Figure 1. Supply network.
Pins as bars on the die edge.
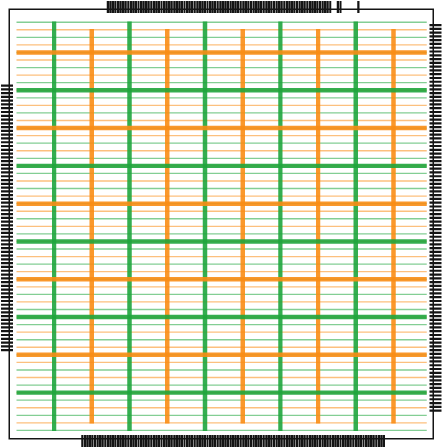
Figure 2. Sequential cells grouped by signal name.
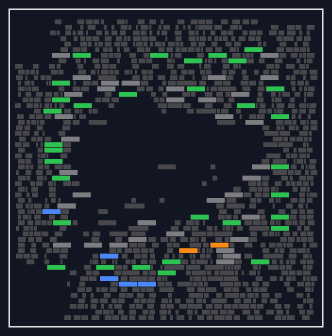
Figure 3. Layout detail.
Window x 13 to 63, y 90 to 140 um. Cells in grey, sequential cells in the stronger grey; small squares are vias.
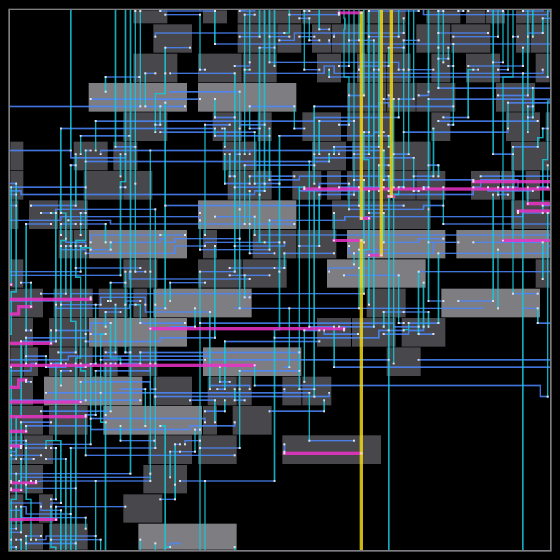
Figure 4. Clock nets.
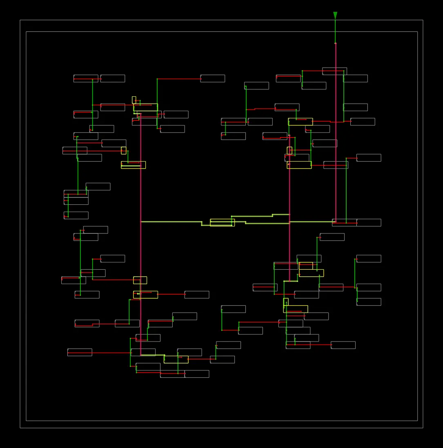
### src/rtl/cpu_types_pkg.sv
// cpu_types_pkg
// Shared types and encodings for the pipelined datapath.
//   word_t / regbits_t : datapath word and register-select types
//   mem_state_t        : memory-stage sequencing states
//   WB_*               : write-back source select (memtoreg)
//   PC_*               : next-PC source select (pcsrc)
package cpu_types_pkg;

    typedef logic [31:0] word_t;
    typedef logic [4:0]  regbits_t;

    typedef enum logic [1:0] {
        IDLE = 2'd0,   // ready for a new instruction / issuing a request
        WAIT = 2'd1,   // request outstanding, holding it on the bus
        DONE = 2'd2,   // request completed while downstream was holding
        HALT = 2'd3    // halted; only reset leaves this state
    } mem_state_t;

    localparam logic [1:0] WB_ALU = 2'b00;
    localparam logic [1:0] WB_MEM = 2'b01;
    localparam logic [1:0] WB_PC4 = 2'b10;
    localparam logic [1:0] WB_IMM = 2'b11;

    localparam logic [1:0] PC_SEQ = 2'b00;
    localparam logic [1:0] PC_BR  = 2'b01;
    localparam logic [1:0] PC_J   = 2'b10;
    localparam logic [1:0] PC_JR  = 2'b11;

endpackage

### src/rtl/mem_stage_ctrl_if.sv
// mem_stage_ctrl_if
// Data-cache request/response bus between the memory stage and the cache.
//   dmemREN/dmemWEN : read / write strobes        (memory stage -> cache)
//   dmemaddr        : word address                (memory stage -> cache)
//   dmemstore       : store data                  (memory stage -> cache)
//   dhit            : current request completed   (cache -> memory stage)
//   dmemload        : load data, valid with dhit  (cache -> memory stage)
interface mem_stage_ctrl_if #(
    parameter int WORD_W = 32
);
    logic              dmemREN;
    logic              dmemWEN;
    logic [WORD_W-1:0] dmemaddr;
    logic [WORD_W-1:0] dmemstore;
    logic              dhit;
    logic [WORD_W-1:0] dmemload;

    modport master (
        output dmemREN, dmemWEN, dmemaddr, dmemstore,
        input  dhit, dmemload
    );

    modport slave (
        input  dmemREN, dmemWEN, dmemaddr, dmemstore,
        output dhit, dmemload
    );
endinterface

### src/rtl/mem_stage_ctrl_npc_resolve.sv
// npc_resolve
// Combinational redirect resolution for branches and jumps.
//   en       : the instruction is advancing this cycle (one redirect per instr)
//   pcsrc    : next-PC select; zero: branch condition
//   baddr / jaddr / aluout : branch, jump and register-jump targets
//   redirect : take npc this cycle; npc is 0 when not redirecting
module npc_resolve #(
    parameter int WORD_W = 32
) (
    input  logic              en,
    input  logic [1:0]        pcsrc,
    input  logic              zero,
    input  logic [WORD_W-1:0] baddr,
    input  logic [WORD_W-1:0] jaddr,
    input  logic [WORD_W-1:0] aluout,
    output logic              redirect,
    output logic [WORD_W-1:0] npc
);
    import cpu_types_pkg::*;

    always_comb begin
        redirect = 1'b0;
        npc      = '0;
        if (en) begin
            case (pcsrc)
                PC_BR: begin
                    if (zero) begin
                        redirect = 1'b1;
                        npc      = baddr;
                    end
                end
                PC_J: begin
                    redirect = 1'b1;
                    npc      = jaddr;
                end
                PC_JR: begin
                    redirect = 1'b1;
                    npc      = aluout;
                end
                default: ;
            endcase
        end
    end
endmodule

### src/rtl/mem_stage_ctrl.sv
// mem_stage_ctrl
// Memory-stage controller at the output of the EX/MEM latch.
//   CLK, nRST          : clock, asynchronous active-low reset
//   ex_*               : registered EX/MEM latch fields
//   ext_stall          : downstream (MEM/WB) cannot accept this cycle
//   dbus               : data-cache request/response bus (master side)
//   exmem_en           : EX/MEM latch advance enable
//   pipe_flush/npc_sel : redirect this cycle to npc (flushes younger stages)
//   wb_*               : registered write-back bundle
//   halt               : sticky halt, set when a halting instruction advances
module mem_stage_ctrl #(
    parameter int WORD_W = 32,
    parameter int REG_W  = 5
) (
    input  logic              CLK,
    input  logic              nRST,
    input  logic              ex_valid,
    input  logic [WORD_W-1:0] ex_aluout,
    input  logic [WORD_W-1:0] ex_rdat2,
    input  logic [WORD_W-1:0] ex_imm,
    input  logic [WORD_W-1:0] ex_pc4,
    input  logic [WORD_W-1:0] ex_jaddr,
    input  logic [WORD_W-1:0] ex_baddr,
    input  logic [REG_W-1:0]  ex_wsel,
    input  logic              ex_regwr,
    input  logic              ex_dren,
    input  logic              ex_dwen,
    input  logic              ex_zero,
    input  logic              ex_halt,
    input  logic [1:0]        ex_memtoreg,
    input  logic [1:0]        ex_pcsrc,
    input  logic              ext_stall,
    mem_stage_ctrl_if.master  dbus,
    output logic              exmem_en,
    output logic              pipe_flush,
    output logic              npc_sel,
    output logic [WORD_W-1:0] npc,
    output logic              wb_valid,
    output logic              wb_regwr,
    output logic [REG_W-1:0]  wb_wsel,
    output logic [WORD_W-1:0] wb_wdat,
    output logic              halt
);
    import cpu_types_pkg::*;

    mem_state_t        state_reg, state_next;
    logic [WORD_W-1:0] ld_buf_reg;
    logic [WORD_W-1:0] ld_data;
    logic [WORD_W-1:0] wdat_next;
    logic              mem_op, mem_phase, req, advance, capture, redirect;

    // nRST is folded into mem_op/advance so every combinational output is
    // forced low while reset is held, independent of the latch contents.
    always_comb begin
        mem_op    = nRST & ex_valid & (ex_dren | ex_dwen);
        mem_phase = (state_reg == IDLE) || (state_reg == WAIT);
        req       = mem_op & mem_phase;
        advance   = nRST & ex_valid & !ext_stall & (state_reg != HALT) &
                    (!mem_op | (mem_phase & dbus.dhit) | (state_reg == DONE));
        // Hit arrived but downstream is holding: keep the data for later.
        capture   = req & dbus.dhit & ext_stall;
        exmem_en  = nRST & !ext_stall & !(mem_op & !advance) & (state_reg != HALT);

        // The latch is frozen while WAIT, so the request naturally repeats
        // with identical values. Read wins over an (illegal) read+write.
        dbus.dmemREN   = req & ex_dren;
        dbus.dmemWEN   = req & ex_dwen & !ex_dren;
        dbus.dmemaddr  = req ? ex_aluout : '0;
        dbus.dmemstore = req ? ex_rdat2  : '0;

        ld_data = dbus.dhit ? dbus.dmemload : ld_buf_reg;
        case (ex_memtoreg)
            WB_ALU:  wdat_next = ex_aluout;
            WB_MEM:  wdat_next = ld_data;
            WB_PC4:  wdat_next = ex_pc4;
            default: wdat_next = ex_imm;
        endcase
    end

    always_comb begin
        state_next = state_reg;
        case (state_reg)
            IDLE: begin
                if (mem_op) begin
                    if (!dbus.dhit)    state_next = WAIT;
                    else if (ext_stall) state_next = DONE;
                end
            end
            WAIT: begin
                if (dbus.dhit) state_next = ext_stall ? DONE : IDLE;
            end
            DONE: begin
                if (!ext_stall) state_next = IDLE;
            end
            default: state_next = HALT;
        endcase
        if (advance & ex_halt) state_next = HALT;
    end

    npc_resolve #(.WORD_W(WORD_W)) u_npc_resolve (
        .en       (advance),
        .pcsrc    (ex_pcsrc),
        .zero     (ex_zero),
        .baddr    (ex_baddr),
        .jaddr    (ex_jaddr),
        .aluout   (ex_aluout),
        .redirect (redirect),
        .npc      (npc)
    );

    assign npc_sel    = redirect;
    assign pipe_flush = redirect;

    always_ff @(posedge CLK or negedge nRST) begin
        if (!nRST) begin
            state_reg  <= IDLE;
            ld_buf_reg <= '0;
            wb_valid   <= 1'b0;
            wb_regwr   <= 1'b0;
            wb_wsel    <= '0;
            wb_wdat    <= '0;
            halt       <= 1'b0;
        end else begin
            state_reg <= state_next;
            if (capture) ld_buf_reg <= dbus.dmemload;
            if (advance & ex_halt) halt <= 1'b1;
            if (!ext_stall) begin
                wb_valid <= advance & !ex_halt;
                wb_regwr <= advance & ex_regwr & !ex_halt;
                wb_wsel  <= ex_wsel;
                wb_wdat  <= wdat_next;
            end
        end
    end
endmodule

### src/flat_wrapper.sv
// flat-port wrapper written by rule: the top's interface ports become plain ports
module mem_stage_ctrl_flat import cpu_types_pkg::*;
#(
    parameter int WORD_W = 32,
    parameter int REG_W  = 5
)
  (CLK, nRST, ex_valid, ex_aluout, ex_rdat2, ex_imm, ex_pc4, ex_jaddr, ex_baddr, ex_wsel, ex_regwr, ex_dren, ex_dwen, ex_zero, ex_halt, ex_memtoreg, ex_pcsrc, ext_stall, exmem_en, pipe_flush, npc_sel, npc, wb_valid, wb_regwr, wb_wsel, wb_wdat, halt, dbus_dmemREN, dbus_dmemWEN, dbus_dmemaddr, dbus_dmemstore, dbus_dhit, dbus_dmemload);
  mem_stage_ctrl_if #(.WORD_W(WORD_W)) dbus_i ();
  input  logic CLK;
  input  logic nRST;
  input  logic ex_valid;
  input  logic [WORD_W-1:0] ex_aluout;
  input  logic [WORD_W-1:0] ex_rdat2;
  input  logic [WORD_W-1:0] ex_imm;
  input  logic [WORD_W-1:0] ex_pc4;
  input  logic [WORD_W-1:0] ex_jaddr;
  input  logic [WORD_W-1:0] ex_baddr;
  input  logic [REG_W-1:0] ex_wsel;
  input  logic ex_regwr;
  input  logic ex_dren;
  input  logic ex_dwen;
  input  logic ex_zero;
  input  logic ex_halt;
  input  logic [1:0] ex_memtoreg;
  input  logic [1:0] ex_pcsrc;
  input  logic ext_stall;
  output logic exmem_en;
  output logic pipe_flush;
  output logic npc_sel;
  output logic [WORD_W-1:0] npc;
  output logic wb_valid;
  output logic wb_regwr;
  output logic [REG_W-1:0] wb_wsel;
  output logic [WORD_W-1:0] wb_wdat;
  output logic halt;
  output wire logic [$bits(dbus_i.dmemREN)-1:0] dbus_dmemREN;
  output wire logic [$bits(dbus_i.dmemWEN)-1:0] dbus_dmemWEN;
  output wire logic [$bits(dbus_i.dmemaddr)-1:0] dbus_dmemaddr;
  output wire logic [$bits(dbus_i.dmemstore)-1:0] dbus_dmemstore;
  input wire logic [$bits(dbus_i.dhit)-1:0] dbus_dhit;
  input wire logic [$bits(dbus_i.dmemload)-1:0] dbus_dmemload;
  assign dbus_dmemREN = dbus_i.dmemREN;
  assign dbus_dmemWEN = dbus_i.dmemWEN;
  assign dbus_dmemaddr = dbus_i.dmemaddr;
  assign dbus_dmemstore = dbus_i.dmemstore;
  assign dbus_i.dhit = dbus_dhit;
  assign dbus_i.dmemload = dbus_dmemload;
  mem_stage_ctrl #(.WORD_W(WORD_W), .REG_W(REG_W)) u_core (.CLK(CLK), .nRST(nRST), .ex_valid(ex_valid), .ex_aluout(ex_aluout), .ex_rdat2(ex_rdat2), .ex_imm(ex_imm), .ex_pc4(ex_pc4), .ex_jaddr(ex_jaddr), .ex_baddr(ex_baddr), .ex_wsel(ex_wsel), .ex_regwr(ex_regwr), .ex_dren(ex_dren), .ex_dwen(ex_dwen), .ex_zero(ex_zero), .ex_halt(ex_halt), .ex_memtoreg(ex_memtoreg), .ex_pcsrc(ex_pcsrc), .ext_stall(ext_stall), .dbus(dbus_i), .exmem_en(exmem_en), .pipe_flush(pipe_flush), .npc_sel(npc_sel), .npc(npc), .wb_valid(wb_valid), .wb_regwr(wb_regwr), .wb_wsel(wb_wsel), .wb_wdat(wb_wdat), .halt(halt));
endmodule
### config.mk
export PLATFORM = sky130hd
export DESIGN_NAME = mem_stage_ctrl_flat
export DESIGN_NICKNAME = d
export VERILOG_FILES = /design/src/rtl/cpu_types_pkg.sv /design/src/rtl/mem_stage_ctrl_if.sv /design/src/rtl/mem_stage_ctrl_npc_resolve.sv /design/src/rtl/mem_stage_ctrl.sv /design/src/flat_wrapper.sv
export SDC_FILE = /design/constraint.sdc
export NUM_CORES = 1
export LEC_CHECK = 0
export CAP_MARGIN = 20
export CORE_AREA = 2 2 150 152
export DETAILED_ROUTE_END_ITERATION = 12
export DIE_AREA = 0 0 152 154
export PLACE_DENSITY = 0.66
export SLEW_MARGIN = 25
export SYNTH_ARGS = -nofsm -noshare
export SYNTH_HDL_FRONTEND = slang
export SYNTH_SLANG_ARGS = --single-unit
export TNS_END_PERCENT = 50
### constraint.sdc
create_clock -name CLK -period 2.75 [get_ports CLK]
set_clock_uncertainty 0.15 [all_clocks]
set_input_delay 0.825 -clock CLK [delete_from_list [all_inputs] [get_ports CLK]]
set_output_delay 0.825 -clock CLK [all_outputs]
set_load 0.005 [all_outputs]
==> metrics.csv <==
stage,metric,value,unit
final_layout,clock_area_share,2.46,%
critical_path,cp_max_fo,7,
final_timing,finalHoldViolCount,0,
final_layout,logic_area,0.00367,mm^2
yosys,synthTopLogicFamily,simple AND/OR/NAND/NOR gates,
routing,drtAntennaViolNets,0,
grt,use_met3,4.96,%
flow_run,max-cap-violations,0,
final_timing,max_freq,0.327,GHz
run_status,outcome,"complete, but fails checks",
yosys,synthCells,620,
worst_hold_path,min_path_cells,2,
flow_run,warnings,28,
final_timing,setup_viol,87,
die,rows,54,
critical_path,critPathCaptureType,output port,
final_timing,finalCritPeriodShare,111,%
yosys,yosysTopAreaCell,dfrtp_1,
routing,routed_wl,29200,um
yosys,ys_warn_count,0,
critical_path,timing.critical_path.from,ex_dwen,
final_timing,finalCriticalPeriod,3.06,ns
power_and_ir_drop,p_sw_share,28.6,%
die,die-area,0.0234,mm^2
yosys,ys_sh_simple,24.4,%
critical_path,required,1.78,ns
grt,grt_antenna_before_repair,1,
clocking,cts_buffer_depth,2,
power_and_ir_drop,powerDensity,384,mW/mm^2
yosys,avgSynthCellArea,8.77,um^2
final_layout,nonClkBufAreaFrac,44.2,%
yosys,area_leaders,"dfrtp_1 34%, mux2_2 14%, and2_1 11%",
final_timing,finalMaxSlewViolations,0,
yosys,ys_seq_share,34.0,%
routing,drt_iter0_drc,449,
die,fp_util,25.1,%
power_and_ir_drop,powerComb,1.69,mW
worst_hold_path,hold_end,u_core.wb_wdat[24],
final_timing,tightest_slew,0.925,ns
final_timing,worst_slack,-0.312,ns
critical_path,worst_setup_path_start_kind,input pin,
place,hpwl,19500,um
run_status,violations,negative setup slack,
final_layout,layout_top_cells,"260 x clkdlybuf4s50_1, 74 x dfrtp_1, 67 x mux2_2, 63 x nand2_1",
routing,vias,6558,
grt,busiest_layer,met2,
grt,grt_pass1_vias,6710,
final_timing,relSlewSlack,38.2,%
power_and_ir_drop,clkPwrFrac,26.4,%
critical_path,endpoint,dbus_dmemaddr[2],
critical_path,cp_num_cells,10,
final_layout,finalNonFillerCells,1340,
critical_path,r2r_end,u_core.ld_buf_reg[17],
yosys,most_common_cell,and2_1,
grt,grt.overflow.total,0,
yosys,xor_share,0,%
final_layout,synthToLayoutAreaGrowth,103,%
place,dp_cells,1289,
worst_hold_path,min_from,u_core.wb_wdat[24],
critical_path,r2r-start,u_core.state_reg[1],
clocking,clk_transition_reported_paths,0.06,ns
power_and_ir_drop,p_switching,1.21,mW
final_layout,n_fill_cell,2003,
grt,grt_pass1_wl,42400,um
yosys,ys_cells,620,
clocking,htree_levels,3,
final_layout,seq_cell_count,74,
die,tap_cells,280,
critical_path,r2r_slack,0.99,ns
critical_path,crit_path_cell_trace,"buf_8, buf_6, o211ai_4, nor2_4, buf_12, buf_12, buf_12, buf_6, and2_4, buf_6",
routing,met1_length,12200,um
critical_path,crit_family,buffers and inverters,
grt,grt_use_met1,29.8,%
Back to the opening pictures, Figure 1:
Key: green = VSS; orange = VDD
384 signal pins sit on the boundary. 10 straps on met4. The core has 54 rows. 55 met1 rails follow the rows. 10 straps on met5.
Die Height: 154 um
Chip Width: 152 um
CORE AREA: 0.0217 mm^2
Worst VDD drop: 0.251 mV

Back to the opening pictures, Figure 2:
Key: green = `u_core.wb_wdat` [placed flops 32, where all over the die]; orange = `u_core.state_reg` [placed flops 2]; blue = `u_core.wb_wsel` [placed flops 5]
Another 35 sequential cells are not coloured.
Finished Core Util: 50.8%
register area: 0.00185 mm^2
flop share of the area: 16.8%
P_seq: 1.43 mW

Back to the opening pictures, Figure 3:
Key: blue = met1; yellow = met4; cyan = met2; magenta = met3
110 logic cells have their middle in the window. Most frequent: clkdlybuf4s50_1 (26), dfrtp_1 (14), mux2_2 (10). Sequential cells in the window: 14. Netlist names of flops here include `u_core.ld_buf_reg` (8), `u_core.wb_wdat` (6).

Back to the opening pictures, Figure 4:
clock buffers: 12
TritonCTS sink count: 74
Latency at later pin: 0.34 ns
CTS buffer count: 9

Power is estimated from default activity; no workload was simulated.
